<file path="config.mk">
export PLATFORM = sky130hd
export DESIGN_NAME = msg_schedule_iter_flat
export DESIGN_NICKNAME = d
export VERILOG_FILES = /design/src/rtl/msg_schedule_iter_if.sv /design/src/rtl/msg_schedule_iter.sv /design/src/flat_wrapper.sv
export SDC_FILE = /design/constraint.sdc
export NUM_CORES = 1
export LEC_CHECK = 0
export ABC_AREA = 1
export CAP_MARGIN = 5
export CORE_MARGIN = 8
export CORE_UTILIZATION = 35
export CTS_CLUSTER_SIZE = 14
export DETAILED_ROUTE_END_ITERATION = 16
export PLACE_DENSITY = 0.64
export SLEW_MARGIN = 40
export SYNTH_ARGS = -nofsm -noshare
export SYNTH_HDL_FRONTEND = slang
export SYNTH_SLANG_ARGS = --single-unit
</file>
<file path="constraint.sdc">
create_clock -name clk -period 32.7 [get_ports clk]
set_input_delay 3.27 -clock clk [delete_from_list [all_inputs] [get_ports clk]]
set_output_delay 3.27 -clock clk [all_outputs]
set_load 0.02 [all_outputs]
</file>
<file path="src/rtl/msg_schedule_iter_if.sv">
// msg_schedule_iter_if: block-in / W-word-out handshake bundle for the schedule engine
interface msg_schedule_iter_if #(
  parameter int WORD_NUM = 16,
  parameter int DATA_WID = 32,
  parameter int CNT_WID  = 6
);
  logic [WORD_NUM*DATA_WID-1:0] iv_m_data;
  logic                         i_m_data_vld;
  logic                         o_m_data_rdy;
  logic [DATA_WID-1:0]          ov_w_data;
  logic [CNT_WID-1:0]           ov_w_index;
  logic                         o_w_data_vld;
  logic                         o_w_last;
  logic                         i_w_data_rdy;
  logic                         o_busy;
  modport slave (
    input  iv_m_data, i_m_data_vld, i_w_data_rdy,
    output o_m_data_rdy, ov_w_data, ov_w_index, o_w_data_vld, o_w_last, o_busy
  );
  modport master (
    output iv_m_data, i_m_data_vld, i_w_data_rdy,
    input  o_m_data_rdy, ov_w_data, ov_w_index, o_w_data_vld, o_w_last, o_busy
  );
endinterface

</file>
<file path="src/rtl/msg_schedule_iter.sv">
// msg_schedule_iter: iterative SHA-256 message schedule, 16-word sliding window; EXT_MSG_PRELOAD_EN enables bubble-free block chaining
module msg_schedule_iter #(
  parameter int WORD_NUM  = 16,
  parameter int DATA_WID  = 32,
  parameter int ROUND_NUM = 64,
  parameter int CNT_WID   = 6
) (
  input logic clk,
  input logic rst,
  msg_schedule_iter_if.slave bus
);
  typedef enum logic [1:0] {ST_RST, ST_IDLE, ST_RUN} state_t;
  state_t state_q, state_d;
  logic [CNT_WID-1:0] cnt_q, cnt_d;
  logic [DATA_WID-1:0] win_q [WORD_NUM];
  logic [DATA_WID-1:0] win_d [WORD_NUM];
  logic [DATA_WID-1:0] w_new;
  logic run, last, beat, accept;
  function automatic logic [DATA_WID-1:0] rotr(input logic [DATA_WID-1:0] x, input int n);
    return (x >> n) | (x << (DATA_WID - n));
  endfunction
  function automatic logic [DATA_WID-1:0] rou0(input logic [DATA_WID-1:0] x);
    return rotr(x, 7) ^ rotr(x, 18) ^ (x >> 3);
  endfunction
  function automatic logic [DATA_WID-1:0] rou1(input logic [DATA_WID-1:0] x);
    return rotr(x, 17) ^ rotr(x, 19) ^ (x >> 10);
  endfunction
  // next state, counter, window and handshake outputs; ST_RST holds rdy low one cycle after reset
  always_comb begin
    run  = state_q == ST_RUN;
    last = run && cnt_q == CNT_WID'(ROUND_NUM - 1);
    beat = run && bus.i_w_data_rdy;
`ifdef EXT_MSG_PRELOAD_EN
    bus.o_m_data_rdy = state_q == ST_IDLE || (last && bus.i_w_data_rdy);
`else
    bus.o_m_data_rdy = state_q == ST_IDLE;
`endif
    accept = bus.i_m_data_vld && bus.o_m_data_rdy;
    w_new  = rou1(win_q[14]) + win_q[9] + rou0(win_q[1]) + win_q[0];
    state_d = state_q == ST_RST ? ST_IDLE : accept ? ST_RUN : (beat && last) ? ST_IDLE : state_q;
    cnt_d = (accept || (beat && last)) ? '0 : beat ? cnt_q + CNT_WID'(1) : cnt_q;
    for (int i = 0; i < WORD_NUM - 1; i++)
      win_d[i] = accept ? bus.iv_m_data[DATA_WID*i +: DATA_WID] : beat ? win_q[i+1] : win_q[i];
    win_d[WORD_NUM-1] = accept ? bus.iv_m_data[DATA_WID*(WORD_NUM-1) +: DATA_WID] :
                        beat ? w_new : win_q[WORD_NUM-1];
    bus.o_w_data_vld = run;
    bus.o_w_last     = last;
    bus.o_busy       = run;
    bus.ov_w_data    = win_q[0];
    bus.ov_w_index   = cnt_q;
  end
  // control state with synchronous reset
  always_ff @(posedge clk) begin
    if (rst) begin
      state_q <= ST_RST;
      cnt_q   <= '0;
    end else begin
      state_q <= state_d;
      cnt_q   <= cnt_d;
    end
  end
  // window contents are don't-care after reset, so no reset term
  always_ff @(posedge clk) begin
    win_q <= win_d;
  end
endmodule

</file>
<file path="src/flat_wrapper.sv">
// flat-port wrapper written by rule: the top's interface ports become plain ports
module msg_schedule_iter_flat 
#(
  parameter int WORD_NUM  = 16,
  parameter int DATA_WID  = 32,
  parameter int ROUND_NUM = 64,
  parameter int CNT_WID   = 6
)
  (clk, rst, bus_iv_m_data, bus_i_m_data_vld, bus_i_w_data_rdy, bus_o_m_data_rdy, bus_ov_w_data, bus_ov_w_index, bus_o_w_data_vld, bus_o_w_last, bus_o_busy);
  msg_schedule_iter_if #(.WORD_NUM(WORD_NUM), .DATA_WID(DATA_WID), .CNT_WID(CNT_WID)) bus_i ();
  input logic clk;
  input logic rst;
  input wire logic [$bits(bus_i.iv_m_data)-1:0] bus_iv_m_data;
  input wire logic [$bits(bus_i.i_m_data_vld)-1:0] bus_i_m_data_vld;
  input wire logic [$bits(bus_i.i_w_data_rdy)-1:0] bus_i_w_data_rdy;
  output wire logic [$bits(bus_i.o_m_data_rdy)-1:0] bus_o_m_data_rdy;
  output wire logic [$bits(bus_i.ov_w_data)-1:0] bus_ov_w_data;
  output wire logic [$bits(bus_i.ov_w_index)-1:0] bus_ov_w_index;
  output wire logic [$bits(bus_i.o_w_data_vld)-1:0] bus_o_w_data_vld;
  output wire logic [$bits(bus_i.o_w_last)-1:0] bus_o_w_last;
  output wire logic [$bits(bus_i.o_busy)-1:0] bus_o_busy;
  assign bus_i.iv_m_data = bus_iv_m_data;
  assign bus_i.i_m_data_vld = bus_i_m_data_vld;
  assign bus_i.i_w_data_rdy = bus_i_w_data_rdy;
  assign bus_o_m_data_rdy = bus_i.o_m_data_rdy;
  assign bus_ov_w_data = bus_i.ov_w_data;
  assign bus_ov_w_index = bus_i.ov_w_index;
  assign bus_o_w_data_vld = bus_i.o_w_data_vld;
  assign bus_o_w_last = bus_i.o_w_last;
  assign bus_o_busy = bus_i.o_busy;
  msg_schedule_iter #(.WORD_NUM(WORD_NUM), .DATA_WID(DATA_WID), .ROUND_NUM(ROUND_NUM), .CNT_WID(CNT_WID)) u_core (.clk(clk), .rst(rst), .bus(bus_i));
endmodule
</file>
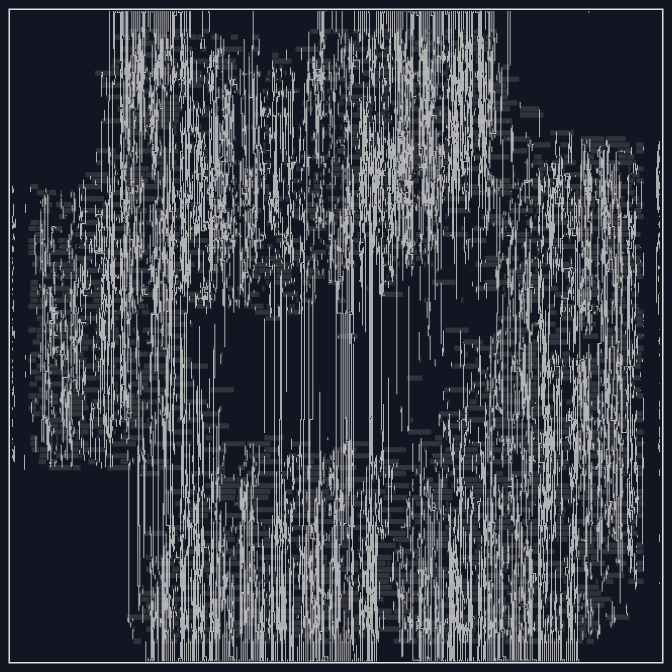
*Met2 routing, run 1*
Cells faint in the background.
nets with wire on the layer	3147
share of all routed wire	49%
final routed wirelength across all metal layers: 101700 µm
global routing usage on met2: 38.09%
total via count after detailed routing: 21610

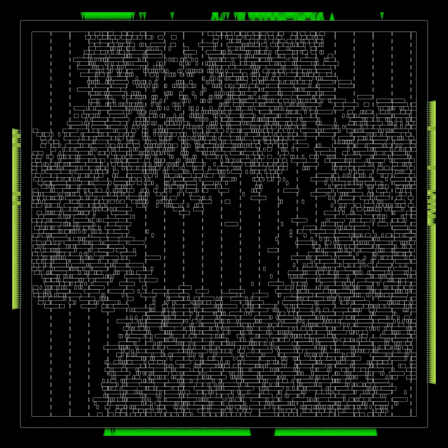
*Placement view, run 1*
core region area: 0.07848 mm²
flip-flops: 520
Final Non-Filler Cells: 4667
post-layout util: 45.63%
Core Rows: 103

==> summary.txt, run 1 <==
Summary of implementation figures.

Setup path
The worst reg-to-reg path cell count is 7. The worst register-to-register path ends at u_core.win_q[4]$_DFFE_PP_. The required time at the worst endpoint is listed as ~33000 ps. The worst setup path is launched from a primary input.

The critical-path maximum fanout is 147. The startpoint of the lowest-slack register-to-register path is u_core.state_q[1]$_SDFFE_PP0P_. The timing report gives the worst reg2reg path a setup slack of ~28000 ps.

Synthesis
In this run, synthesis inferred between 500 and 600 flip-flops with an integrated enable. In the Yosys report the total cell count is between 3000 and 4000. The synthesis stat section lists a flop and latch total of approximately 520.

The synthesized design spends more area on one cell type than any other, namely edfxtp_1. By count the netlist is led by nand2_1 (1684), edfxtp_1 (512), inv_1 (303). The synthesis report lists the most area-consuming cells as edfxtp_1 (56%), nand2_1 (23%), fa_1 (4.5%), inv_1 (4.1%), xor2_1 (2.3%). Per the synthesis report, the single largest cell type by area occupies 55.78% of cell area. The share of async-settable or async-resettable flops after synthesis is 0%. The most used flip-flop cell after synthesis is edfxtp_1. For this run, the register share of the synthesized area comes to a little under three fifths. The average instance in the mapped netlist occupies about 9.0 µm². The chip area in the Yosys report is 0.02756 mm².

Global route
The number of antenna violations at the first check in global routing is 16.

Run
In this run the maximum-capacitance check reported violations numbering 0. The number of logged tool warnings is around 47.

Layout
Relative to the synthesized area, the layout overhead comes to 29.93%. The logic area is between 0.01 and 0.015 mm².

Floorplanning
The y dimension of the die is 296.6 µm. The die covers around 0.09 mm². The floorplan step set the die width to 296.6 µm.

Placed design
In the placement report, post-DP HPWL is listed as approximately 79000 µm.

Hold path
Note that the worst hold path type here is reg -> reg. The count of cells along the worst hold path is 2. The start point of the worst hold path is u_core.win_q[383]$_DFFE_PP_. The path with the worst hold slack has its endpoint at u_core.win_q[415]$_DFFE_PP_.

Final timing
The clock period minus final worst setup slack is a little over 7000 ps. For the pin with the worst max-slew slack, the measured transition is around 960 ps. The headroom to the max-slew limit is around 36%. The maximum frequency from static timing analysis is between 100 and 150 MHz.

Routing
The post-route antenna net violation count is 0. The number of DRC violations after detailed routing is 0.

Pwr
The peak supply drop is between 0.00004 and 0.00005 V. The power density of the placed cells is 75.56 mW/mm². The sequential share of power is roughly a third. Summing internal, switching and leakage power gives approximately 0.0027 W.

The cell-internal power is about 0.0016 W.

Clock network
The count of cells resized by post-cts repair is 0. Once the clock tree was built, the setup fixing pass inserted 0 buffers. The clock root buffer master is clkbuf_16. The hold-fix buffer count after cts is 0. TritonCTS built the clock tree.

Run status
The flow ran to the end, and the final reports show no timing, DRC or antenna violations.
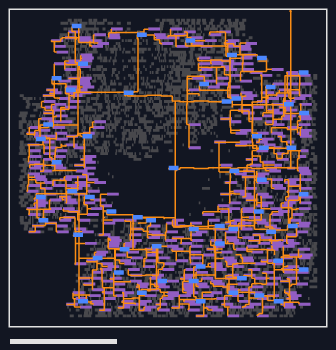
*Clock wires, drivers and flops, run 1*
Scale bar: 100 µm.
[orange] clock wires | length: 7200 µm
[purple] flip-flops | count: 520
[blue] clock-net drivers | count: 58
routed clock nets	59
clock network power consumption: 0.000637 W
clock tree skew after final layout: 48.36 ps
clock insertion delay at the later pin of the skew report: 650 ps
Clk pwr share: 23.5%

[run 1: metal layers]
layer / global-route usage [%] / vias up / routed length (µm)
li1: - / 10510 / -
met1: 28.17 / 10130 / 40590
met2: 38.09 / 824 / 49460
met3: 4.976 / 139 / 8591
met4: 6.685 / 10 / 2955
met5: 0 / - / 61
[run 1: final cells by class]
cell class,count,area share (%)
Antenna cell,15,0.1048
Clock buffer,73,4.210
Clock inverter,35,0.9119
Inverter,307,3.239
Multi-Input combinational cell,2096,28.22
Sequential cell,520,43.38
Tap cell,1050,3.669
Timing Repair Buffer,571,16.27
[run 1: worst max-delay path, cell delays in order]
cell and delay, ps:
clkdlybuf4s50_1 570, nand2_8 400, buf_12 420, nand2_4 860, buf_12 330, buf_12 430
buf_16 420
[run 1: logic make-up (layout without fill, tap and decap cells)]
kind of cell / count (synthesis) / after routing / share of synthesized area (%)
flops: 520 / 520 / 56.36
compound gates: 62 / 62 / 1.167
simple gates: 1810 / 1810 / 25.34
fa+ha+maj: 94 / 94 / 5.956
buf+inv: 455 / 986 / 7.046
xor+xnor: 130 / 130 / 4.131
other cells: 0 / 15 / 0
[run 1: placed cells by master (no fill, tap or decap), drive strengths merged, types with 32 or more instances in the layout]
cell           synthesis  routed
clkbuf                24      73
clkdlybuf4s50          0     557
edfxtp               512     512
fa                    62      62
ha                    32      32
inv                  307     310
nand2               1697    1697
nand3                 46      46
nor2                  44      44
xnor2                 58      58
xor2                  72      72
[run 1: worst max-delay path by stage]
stage	start	to	cells after the start	slack, ps
after floorplan	bus_i_m_data_vld	u_core.bus.ov_w_data[0]$_DFFE_PP_	4	16930
after global placement	bus_i_m_data_vld	u_core.win_q[93]$_DFFE_PP_	6	24780
after detailed placement	bus_i_m_data_vld	u_core.win_q[2]$_DFFE_PP_	7	25290
after CTS	bus_i_m_data_vld	u_core.win_q[2]$_DFFE_PP_	7	25930
after global routing	bus_i_m_data_vld	u_core.win_q[35]$_DFFE_PP_	7	25560
final	bus_i_m_data_vld	u_core.win_q[4]$_DFFE_PP_	7	25530
[run 1: power by group through the flow]
| stage | Clock [W] | Combinational (W) | Sequential (W) |
|---|---|---|---|
| final | 0.000637 | 0.00116 | 0.000904 |
| after global routing | 0.000671 | 0.00131 | 0.000910 |
| after CTS | 0.000649 | 0.00115 | 0.000905 |
| after detailed placement | 0 | 0.00114 | 0.000918 |
| after global placement | 0 | 0.00113 | 0.000918 |
| after floorplan | 0 | 0.000749 | 0.000926 |
[run 1: through the flow]
step / setup WS (ps) / hold WS [ps]
finish: 25530 / 495.7
CTS: 25930 / 497.6
floorplan: 16930 / 459.6
detailed placement: 25290 / 491.2
global route: 25560 / 526.6
global placement: 24780 / 486.1
[run 1: registers in the layout, summed over array words and instances (netlist names)]
signal and count:
u_core.bus.ov_w_data 32, u_core.bus.ov_w_index 6, u_core.state_q 2, u_core.win_q 480
### Cell classes on the final placement, run 1

Scale bar: 100 µm.
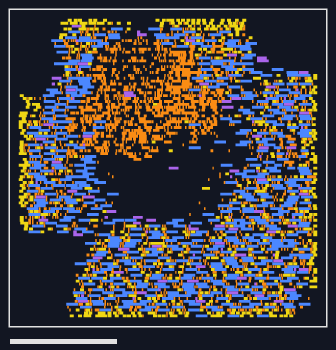

==> run 2: changes to the inputs <==
--- a/config.mk
+++ b/config.mk
@@ -11,7 +11,7 @@
 export CORE_UTILIZATION = 35
 export CTS_CLUSTER_SIZE = 14
 export DETAILED_ROUTE_END_ITERATION = 16
-export PLACE_DENSITY = 0.64
+export PLACE_DENSITY = 0.66
 export SLEW_MARGIN = 40
 export SYNTH_ARGS = -nofsm -noshare
 export SYNTH_HDL_FRONTEND = slang
==> constraint.sdc (replaced) <==
create_clock -name clk -period 6.55 [get_ports clk]
set_input_delay 0.655 -clock clk [delete_from_list [all_inputs] [get_ports clk]]
set_output_delay 0.655 -clock clk [all_outputs]
set_load 0.02 [all_outputs]
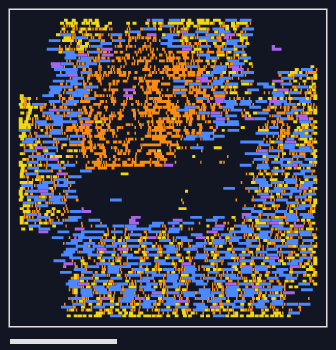
*Cell classes on the final placement, run 2*
Scale bar: 100 µm.
color	class	cells	share of their area
yellow	remaining buffers and delay cells	577	17%
orange	remaining logic cells	2403	33%
purple	clock drivers and dummy loads	105	5.5%
blue	registers	520	45%

==> run 2 against run 1 <==
  * Die size is the same
  * First-iteration DRC count shrank 9.6%
  * Global-route usage rose by 0.39 points
  * Synthesized cell count did not move
  * Wire length up 1.0%
  * Non-clock buffer count increased by 6
  * Via count decreased by 0.93%
  * Largest cell class unchanged
==> summary.txt, run 2 <==
Summary of implementation figures.

Final timing
The smallest clock period supported by the final layout is computed as roughly 4500 ps. At the pin with the least slew margin, the transition time is approximately 960 ps. The slew check shows that the tightest pin keeps a relative margin of between 30% and 40%. The post-layout worst setup margin is 2088 ps. The share of the cycle needed by the critical path after routing is about two thirds. Setup repair after global routing left no endpoint under its margin. The maximum frequency from static timing analysis is approximately 220 MHz. After layout, the setup clock skew is reported as around 58 ps.

The number of failing setup endpoints in the final timing report is 0.

Synthesis
The dominant kind of combinational cell is simple AND/OR/NAND/NOR gates. Warnings reported by Yosys during synthesis add up to 0. Per the synthesis report, the AND-OR/OR-AND share of the synthesized area is between 1 and 1.5%. Sorting the synthesized cells by area gives the leading types as edfxtp_1 (56%), nand2_1 (23%), fa_1 (4.5%), inv_1 (4.1%), xor2_1 (2.3%).

The synthesized design devotes to its leading area cell type between 50% and 60% of total area. The most used flip-flop cell is edfxtp_1. Counting flops with a built-in enable in the synthesized netlist gives 512. The register area share after synthesis is around 56%. The synthesized-area fraction occupied by xor and xnor cells is about 4.1%. For this design, Yosys synthesis ends with a cell count of about 3100. The share of async-settable or async-resettable flops after synthesis is 0%. For reference, the top cells by count after synthesis are nand2_1 (1684), edfxtp_1 (512), inv_1 (303). Of all cell types, the one taking the most synthesized area is edfxtp_1. The basic-gate share of the synthesized area counting and, or, nand and nor cells is between 20 and 30%. In this run the mean area of a mapped cell was roughly 9.0 µm². The share of synthesized cell area in full adder, half adder and majority cells is 5.956%. The mux cell area share after synthesis is 0%. The chip area in the Yosys report is 0.02756 mm². The flip-flop and latch count after synthesis is approximately 520.

Routing
Once detail routing completed, the nets flagged for antenna violations numbered 0. The number of DRC violations after detailed routing is 0. The number of vias in the routed layout is between 20000 and 25000.

In the post-route report, total wirelength is listed as a little over 100000 µm.

Pwr
The overall power is between 0.01 and 0.015 W. The worst-case IR drop observed on VDD is between 0.0002 and 0.00025 V. The analysis attributes to cell leakage a power of approximately 16 nW. The power density of the placed cells is between 300 and 400 mW/mm².

Layout
The flip-flop count of the largest register, all copies and words added is 480. In this run the layout overhead on the synthesized area is reported as 30.23%. The share of cells above drive strength 1 is 3.634%. Leaving out fill and tap cells, the most frequent cells in the layout are nand2_1 (1683), clkdlybuf4s50_1 (557), edfxtp_1 (512), inv_1 (303), xor2_1 (72). The dominant logic cell type in the layout is nand2_1.

According to the finish report, the design has a final net count of between 4000 and 5000. The register with the most flip-flops is u_core.win_q.

Global route
The number of antenna violations at the first check in global routing is 18. The global-route total usage across every layer is roughly 23%. The first global-routing pass estimated about 140000 µm of wire.

The number of global-route vias before repair is 21660.

Clock network
Once the clock tree was built, the setup fixing pass inserted 0 buffers. The hold-fix buffer count after cts is 0. The number of H-tree levels is 2. After clock tree synthesis, the repair step resized 0 gates. The clock root buffer master is clkbuf_16. In this run, CTS created clock tree buffers numbering slightly below 60. The source-to-sink clock delay at the later pin of the worst-skew pair is 650 ps. TritonCTS built the clock tree.

Floorplanning
The die span in x is a little under 300 µm. The core region is about 0.078 mm². The floorplan has slightly above 100 rows. The chip occupies 0.08798 mm². The initial core utilization is between 30% and 40%. The vertical die dimension reported for this design is just under 300 µm.

Setup path
The worst path required time is approximately 6900 ps. The signal on the critical path passes through xnor2_1 -> xor2_1 -> inv_1 -> fa_1 -> inv_1 -> fa_1 -> inv_1 -> ha_1 -> inv_1 -> fa_1 -> inv_1 -> nand3_1 -> nand3_1 -> nand2_1 -> nand2_1 -> inv_1 -> or2_0 -> a31oi_1. The cell type of the slowest stage on the worst timing path is fa_1. The startpoint type of the worst setup path is a register.

The worst setup path is captured at a register. The critical-path maximum fanout is 4. Data on the critical path arrives at its endpoint at around 4800 ps. The timing report gives the biggest stage delay along the critical path as 530 ps. In this design, the critical path's most frequently occurring cell is inv_1.

Run
The report counts max-capacitance violations totalling 0. Across all stage logs, warnings added up to approximately 44.

Run status
The flow ran to the end, and the final reports show no timing, DRC or antenna violations.

Placed design
The total of buffers placed on input and output ports is roughly 560. Timing analysis after detailed placement gives a worst setup slack of 2190 ps. The half-perimeter wire length of the detailed placement result is approximately 80000 µm.

Hold path
The tightest min-delay check is of the reg -> reg type.
## run 2: netlist changes by cell type in the layout (fill, tap and decap cells not counted), moves of 2 or more
cell,change
diode_2,-4
clkinv_2,-6
buf_6,-4
clkinvlp_4,-2
clkbuf_8,+3
clkbuf_1,-5
buf_16,-2
clkinv_1,+5
buf_4,+10
bufinv_16,+3
buf_12,+2
## run 2: kinds of logic after synthesis
group                      Yosys count
and+or+nand+nor                   1810
DFF                                520
buffers and inverters              455
xor gates and xnor gates           130
adders and majority gates           94
AOI/OAI and AO/OA                   62
## run 2: path summary, 6_finish.rpt
path	depth (start not counted)	start	slack [ps]	to
setup reg to reg	18	u_core.win_q[456]$_DFFE_PP_	2090	u_core.win_q[9]$_DFFE_PP_
setup / recovery	18	u_core.win_q[456]$_DFFE_PP_	2090	u_core.win_q[9]$_DFFE_PP_
hold reg to reg	2	u_core.win_q[383]$_DFFE_PP_	480	u_core.win_q[415]$_DFFE_PP_
hold / removal	2	u_core.win_q[383]$_DFFE_PP_	480	u_core.win_q[415]$_DFFE_PP_
## run 2: metrics by stage
stage               instance area, µm²  utilization [%]  hold WS (ps)  instances
CTS                              35850            45.67         486.6       4654
finish                           35890            45.73         483.7       4666
floorplan                        27570                -         459.6       3071
global route                     35890            45.73         509.5       4663
detailed placement               33950            43.26         485.5       4549
global placement                 33890            43.18         479.7       4547
## run 2: layout make-up
type	instances	area [µm²]
sequential	520	15530
inverter	307	1165
antenna	11	27.53
tap	1050	1314
multi-input combinational	2096	10110
timing repair buffer	577	5841
fill	7506	42590
clock inverter	34	367.9
clock buffer	71	1530
## run 2: layer usage
metal  part of all wire [%]  global-route usage [%]
met3                    8.0                   5.267
met4                    3.1                   6.768
met5                  0.045                       0
met2                     49                   39.48
met1                     40                   27.92
## run 2: worst max-delay path, delay by kind of cell (launching register included)
kind / cells / cell delay [ps]
and+or+nand+nor: 5 / 670
DFF: 1 / 480
buffers and inverters: 6 / 530
adders and majority gates: 4 / 1660
xor gates and xnor gates: 2 / 410
AOI/OAI and AO/OA: 1 / 400
## run 2: power breakdown
part,leakage [nW],switching (W),internal (W)
logic,10.1,0.00395,0.00200
registers,4.85,0.000201,0.00429
clock network,0.924,0.00141,0.00190
Power and IR drop assume default switching activity.
